--- src/rtl/riscv_trace_buffer.sv ---
// Retired-instruction trace FIFO: captures one record per retire strobe, drops and counts on overflow.
// Optional macro TRACE_PC_FILTER_EN adds an inclusive unsigned PC window filter (filter_lo_i..filter_hi_i).
module riscv_trace_buffer #(
  parameter int XLEN  = 32,
  parameter int DEPTH = 16
) (
  input  logic                     clk_i,
  input  logic                     rst_i,
  input  logic                     enable_i,
  input  logic                     flush_i,
  input  logic                     update_i,
  input  logic [XLEN-1:0]          pc_i,
  input  logic [XLEN-1:0]          instr_i,
  input  logic [4:0]               reg_addr_i,
  input  logic [XLEN-1:0]          reg_data_i,
  input  logic                     mem_wrt_i,
  input  logic                     mem_read_i,
  input  logic [XLEN-1:0]          mem_addr_i,
  input  logic [XLEN-1:0]          mem_data_i,
`ifdef TRACE_PC_FILTER_EN
  input  logic [XLEN-1:0]          filter_lo_i,
  input  logic [XLEN-1:0]          filter_hi_i,
`endif
  output logic                     rec_valid_o,
  input  logic                     rec_ready_i,
  output logic [XLEN-1:0]          rec_pc_o,
  output logic [XLEN-1:0]          rec_instr_o,
  output logic [4:0]               rec_reg_addr_o,
  output logic [XLEN-1:0]          rec_reg_data_o,
  output logic                     rec_mem_wrt_o,
  output logic                     rec_mem_read_o,
  output logic [XLEN-1:0]          rec_mem_addr_o,
  output logic [XLEN-1:0]          rec_mem_data_o,
  output logic [$clog2(DEPTH):0]   count_o,
  output logic                     overflow_o,
  output logic [15:0]              drop_cnt_o
);

  localparam int AW = $clog2(DEPTH);
  localparam int CW = AW + 1;
  localparam logic [CW-1:0] FULL = CW'(DEPTH);

  if (DEPTH < 2 || (DEPTH & (DEPTH - 1)) != 0) begin : g_bad_depth
    $error("riscv_trace_buffer: DEPTH must be a power of two and at least 2");
  end

  typedef struct packed {
    logic [XLEN-1:0] pc;
    logic [XLEN-1:0] instr;
    logic [4:0]      reg_addr;
    logic [XLEN-1:0] reg_data;
    logic            mem_wrt;
    logic            mem_read;
    logic [XLEN-1:0] mem_addr;
    logic [XLEN-1:0] mem_data;
  } rec_t;

  rec_t            r_mem [DEPTH];
  logic [AW-1:0]   r_wptr;
  logic [AW-1:0]   r_rptr;
  logic [CW-1:0]   r_count;
  logic            r_overflow;
  logic [15:0]     r_drop_cnt;

  logic            w_pass;
  logic            w_req;
  logic            w_pop;
  logic            w_push;
  logic            w_drop;
  rec_t            w_in;
  rec_t            w_head;

`ifdef TRACE_PC_FILTER_EN
  assign w_pass = (pc_i >= filter_lo_i) && (pc_i <= filter_hi_i);
`else
  assign w_pass = 1'b1;
`endif

  assign w_req  = update_i && enable_i && w_pass;
  assign w_pop  = (r_count != '0) && rec_ready_i;
  // A full FIFO still accepts when the head leaves in the same cycle.
  assign w_push = w_req && ((r_count != FULL) || w_pop);
  assign w_drop = w_req && !w_push;

  assign w_in = '{pc: pc_i, instr: instr_i, reg_addr: reg_addr_i, reg_data: reg_data_i,
                  mem_wrt: mem_wrt_i, mem_read: mem_read_i, mem_addr: mem_addr_i,
                  mem_data: mem_data_i};

  // Storage is deliberately unreset; rec_* is don't-care while empty.
  always_ff @(posedge clk_i) begin
    if (w_push && !flush_i) r_mem[r_wptr] <= w_in;
  end

  always_ff @(posedge clk_i or posedge rst_i) begin
    if (rst_i) begin
      r_wptr     <= '0;
      r_rptr     <= '0;
      r_count    <= '0;
      r_overflow <= 1'b0;
      r_drop_cnt <= '0;
    end else if (flush_i) begin
      r_wptr     <= '0;
      r_rptr     <= '0;
      r_count    <= '0;
      r_overflow <= 1'b0;
      r_drop_cnt <= '0;
    end else begin
      if (w_push) r_wptr <= r_wptr + 1'b1;
      if (w_pop)  r_rptr <= r_rptr + 1'b1;
      case ({w_push, w_pop})
        2'b10:   r_count <= r_count + 1'b1;
        2'b01:   r_count <= r_count - 1'b1;
        default: r_count <= r_count;
      endcase
      if (w_drop) begin
        r_overflow <= 1'b1;
        if (r_drop_cnt != 16'hFFFF) r_drop_cnt <= r_drop_cnt + 1'b1;
      end
    end
  end

  assign w_head         = r_mem[r_rptr];
  assign rec_valid_o    = (r_count != '0);
  assign rec_pc_o       = w_head.pc;
  assign rec_instr_o    = w_head.instr;
  assign rec_reg_addr_o = w_head.reg_addr;
  assign rec_reg_data_o = w_head.reg_data;
  assign rec_mem_wrt_o  = w_head.mem_wrt;
  assign rec_mem_read_o = w_head.mem_read;
  assign rec_mem_addr_o = w_head.mem_addr;
  assign rec_mem_data_o = w_head.mem_data;
  assign count_o        = r_count;
  assign overflow_o     = r_overflow;
  assign drop_cnt_o     = r_drop_cnt;

endmodule

--- config.mk ---
export PLATFORM = sky130hd
export DESIGN_NAME = riscv_trace_buffer
export DESIGN_NICKNAME = d
export VERILOG_FILES = /design/src/rtl/riscv_trace_buffer.sv
export SDC_FILE = /design/constraint.sdc
export NUM_CORES = 2
export LEC_CHECK = 0
export CORE_MARGIN = 2
export CORE_UTILIZATION = 50
export DETAILED_ROUTE_END_ITERATION = 7
export GPL_ROUTABILITY_DRIVEN = 0
export PLACE_DENSITY = 0.66
export SYNTH_ARGS = -nofsm -noshare
export SYNTH_HDL_FRONTEND = slang
export SYNTH_SLANG_ARGS = --single-unit
--- constraint.sdc ---
create_clock -name clk_i -period 8.8 [get_ports clk_i]
set_clock_uncertainty 0.1 [all_clocks]
set_input_delay 0.88 -clock clk_i [delete_from_list [all_inputs] [get_ports clk_i]]
set_output_delay 0.88 -clock clk_i [all_outputs]
set_load 0.005 [all_outputs]
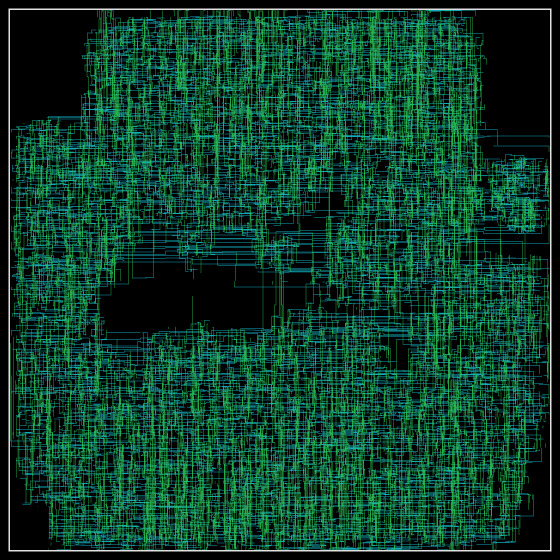
metal_stack.png
Only two layers are drawn.
- met2: green (wire length 114 mm)
- met1: cyan (wire length 96.4 mm)
via total after detailed routing: 45900
total wire length: 229000 microns

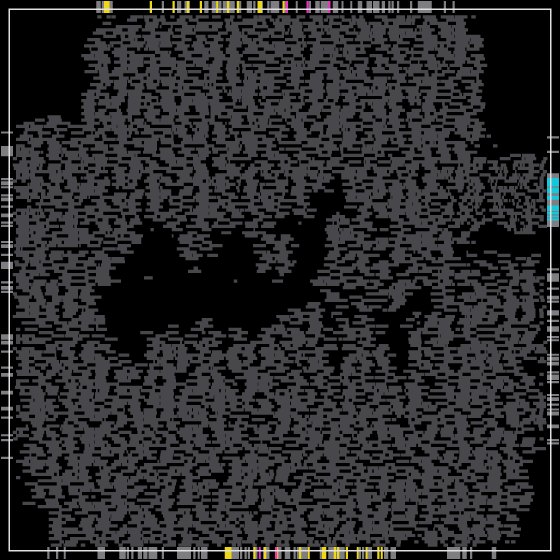
pins.png
Pins as bars across the die edge, other pins in grey.
- rec_reg_addr_o: magenta (pins 5; direction output; edge 3 top, 2 bottom)
- drop_cnt_o: cyan (pins 16; direction output; edge right)
- rec_reg_data_o: yellow (pins 32; direction output; edge 19 bottom, 13 top)
- all pins by edge: 130 bottom, 110 top, 75 right, 48 left
number of I/O port buffers: 362
die boundary height: 456 microns
die boundary width: 456 microns

==> Changelog: implementation <==
### Implementation results

* Outcome: complete, no violations
* Number of well taps at 2672
* Final setup violation count at 0
* Post-Layout Cell Count at 7506
* FF+latch area at 81000 sq um
* Root buf cell: sky130_fd_sc_hd__clkbuf_16
* Register with the most flip-flops: r_mem
* Switching power share of the total at 22.5%
* Pwr/cell area at 255 nW/um^2
* Gr busiest metal: met2
* And-or/or-and share of the synthesized area at 0.983%
* Cycle use final at 63.7%
* Number of antenna violations at the first check in global routing at 36
* Via count normalized by instance count at 6.12
* Count of H-tree levels built during CTS at 5
* Most common cell after layout, fill and taps aside: sky130_fd_sc_hd__edfxtp_1
* Crit-path leading delay family: buffers and inverters
* Number of pins with negative max-slew slack in the final report at 0
* Yosys Chip Area at 102000 sq um
* Fillers at 14400
* Global-route wire length before repair at 331000 microns
* HPWL after detailed placement at 110000 microns
* Net Switching at 6790 uW
* Adder and majority cell fraction of the synthesized area at 0.130%
* Tot Pwr at 30100 uW
* Starting utilization of the core area at 50.4%
* Critical path's most frequent cell: sky130_fd_sc_hd__mux4_2
* P_clk at 11300 uW
* Sequential logic power at 14300 uW
* Area of all placed cells without fillers at 118000 sq um
* Max-area cell share at 78.5%
* Via count of the first global-routing pass at 47200
* Sequential share of power at 47.4%
* Total GRT Usage at 22.0%
* Combinational cell area excluding buffers and inverters at 20400 sq um
* CTS sink cnt at 2702
* Post-synth area hogs: sky130_fd_sc_hd__edfxtp_1 79%, sky130_fd_sc_hd__mux4_2 17%, sky130_fd_sc_hd__dfrtp_1 0.73%, sky130_fd_sc_hd__mux2i_1 0.63%, sky130_fd_sc_hd__clkbuf_1 0.50%
* Portion of netlist area occupied by mux cells at 17.7%
* Worst Hold Class: in2async
* Critical register-to-register path startpoint: count_o[4]
* Final hold violation count at 0
* GR Layer Usage met1 at 31.1%
* Post-Synthesis Net Count at 4302
* Quantity of gates resized following cts at 0
* CTS clock-pin slew for the worst setup and hold paths at 0.06 ns
* Max Fclk at 178 MHz
* Summed instance area of the synthesized netlist at 102000 sq um
* Dominant class by area: flip-flops and latches
* Data arrival time of the worst path at 4.63 ns
* Final-layout worst hold slack at 0.293 ns
* Growth of design area from synthesis to finish at 15.6%
* Proportion of register bits with asynchronous set or reset after synthesis at 1.11%
* Setup CP Type: reg2out
* Combinational-cell power consumption at 4530 uW
* Cell count after placement at 7012
* Synth Area in XOR/XNOR at 0.103%
* Fraction of final layout cells sized beyond drive strength 1 at 25.7%
* Flip-flops with a built-in enable at 2672
* Flip-flop count of the largest register after layout at 2672
* Leading register cell type out of synthesis: sky130_fd_sc_hd__edfxtp_1
* Count of clock-net buffers in the final layout at 357
* Number of CTS-inserted buffers at 289
* Flop share of the area at 68.6%
* Post-placement cell area at 109000 sq um
* Share of synthesized cell area in and, or, nand and nor gates at 0.918%
* Endpoint of the worst-slack reg-to-reg timing path: r_mem[11][140]
* Average wire per cell in the routed design at 30.5 microns
Power is estimated from default activity; no workload was simulated.
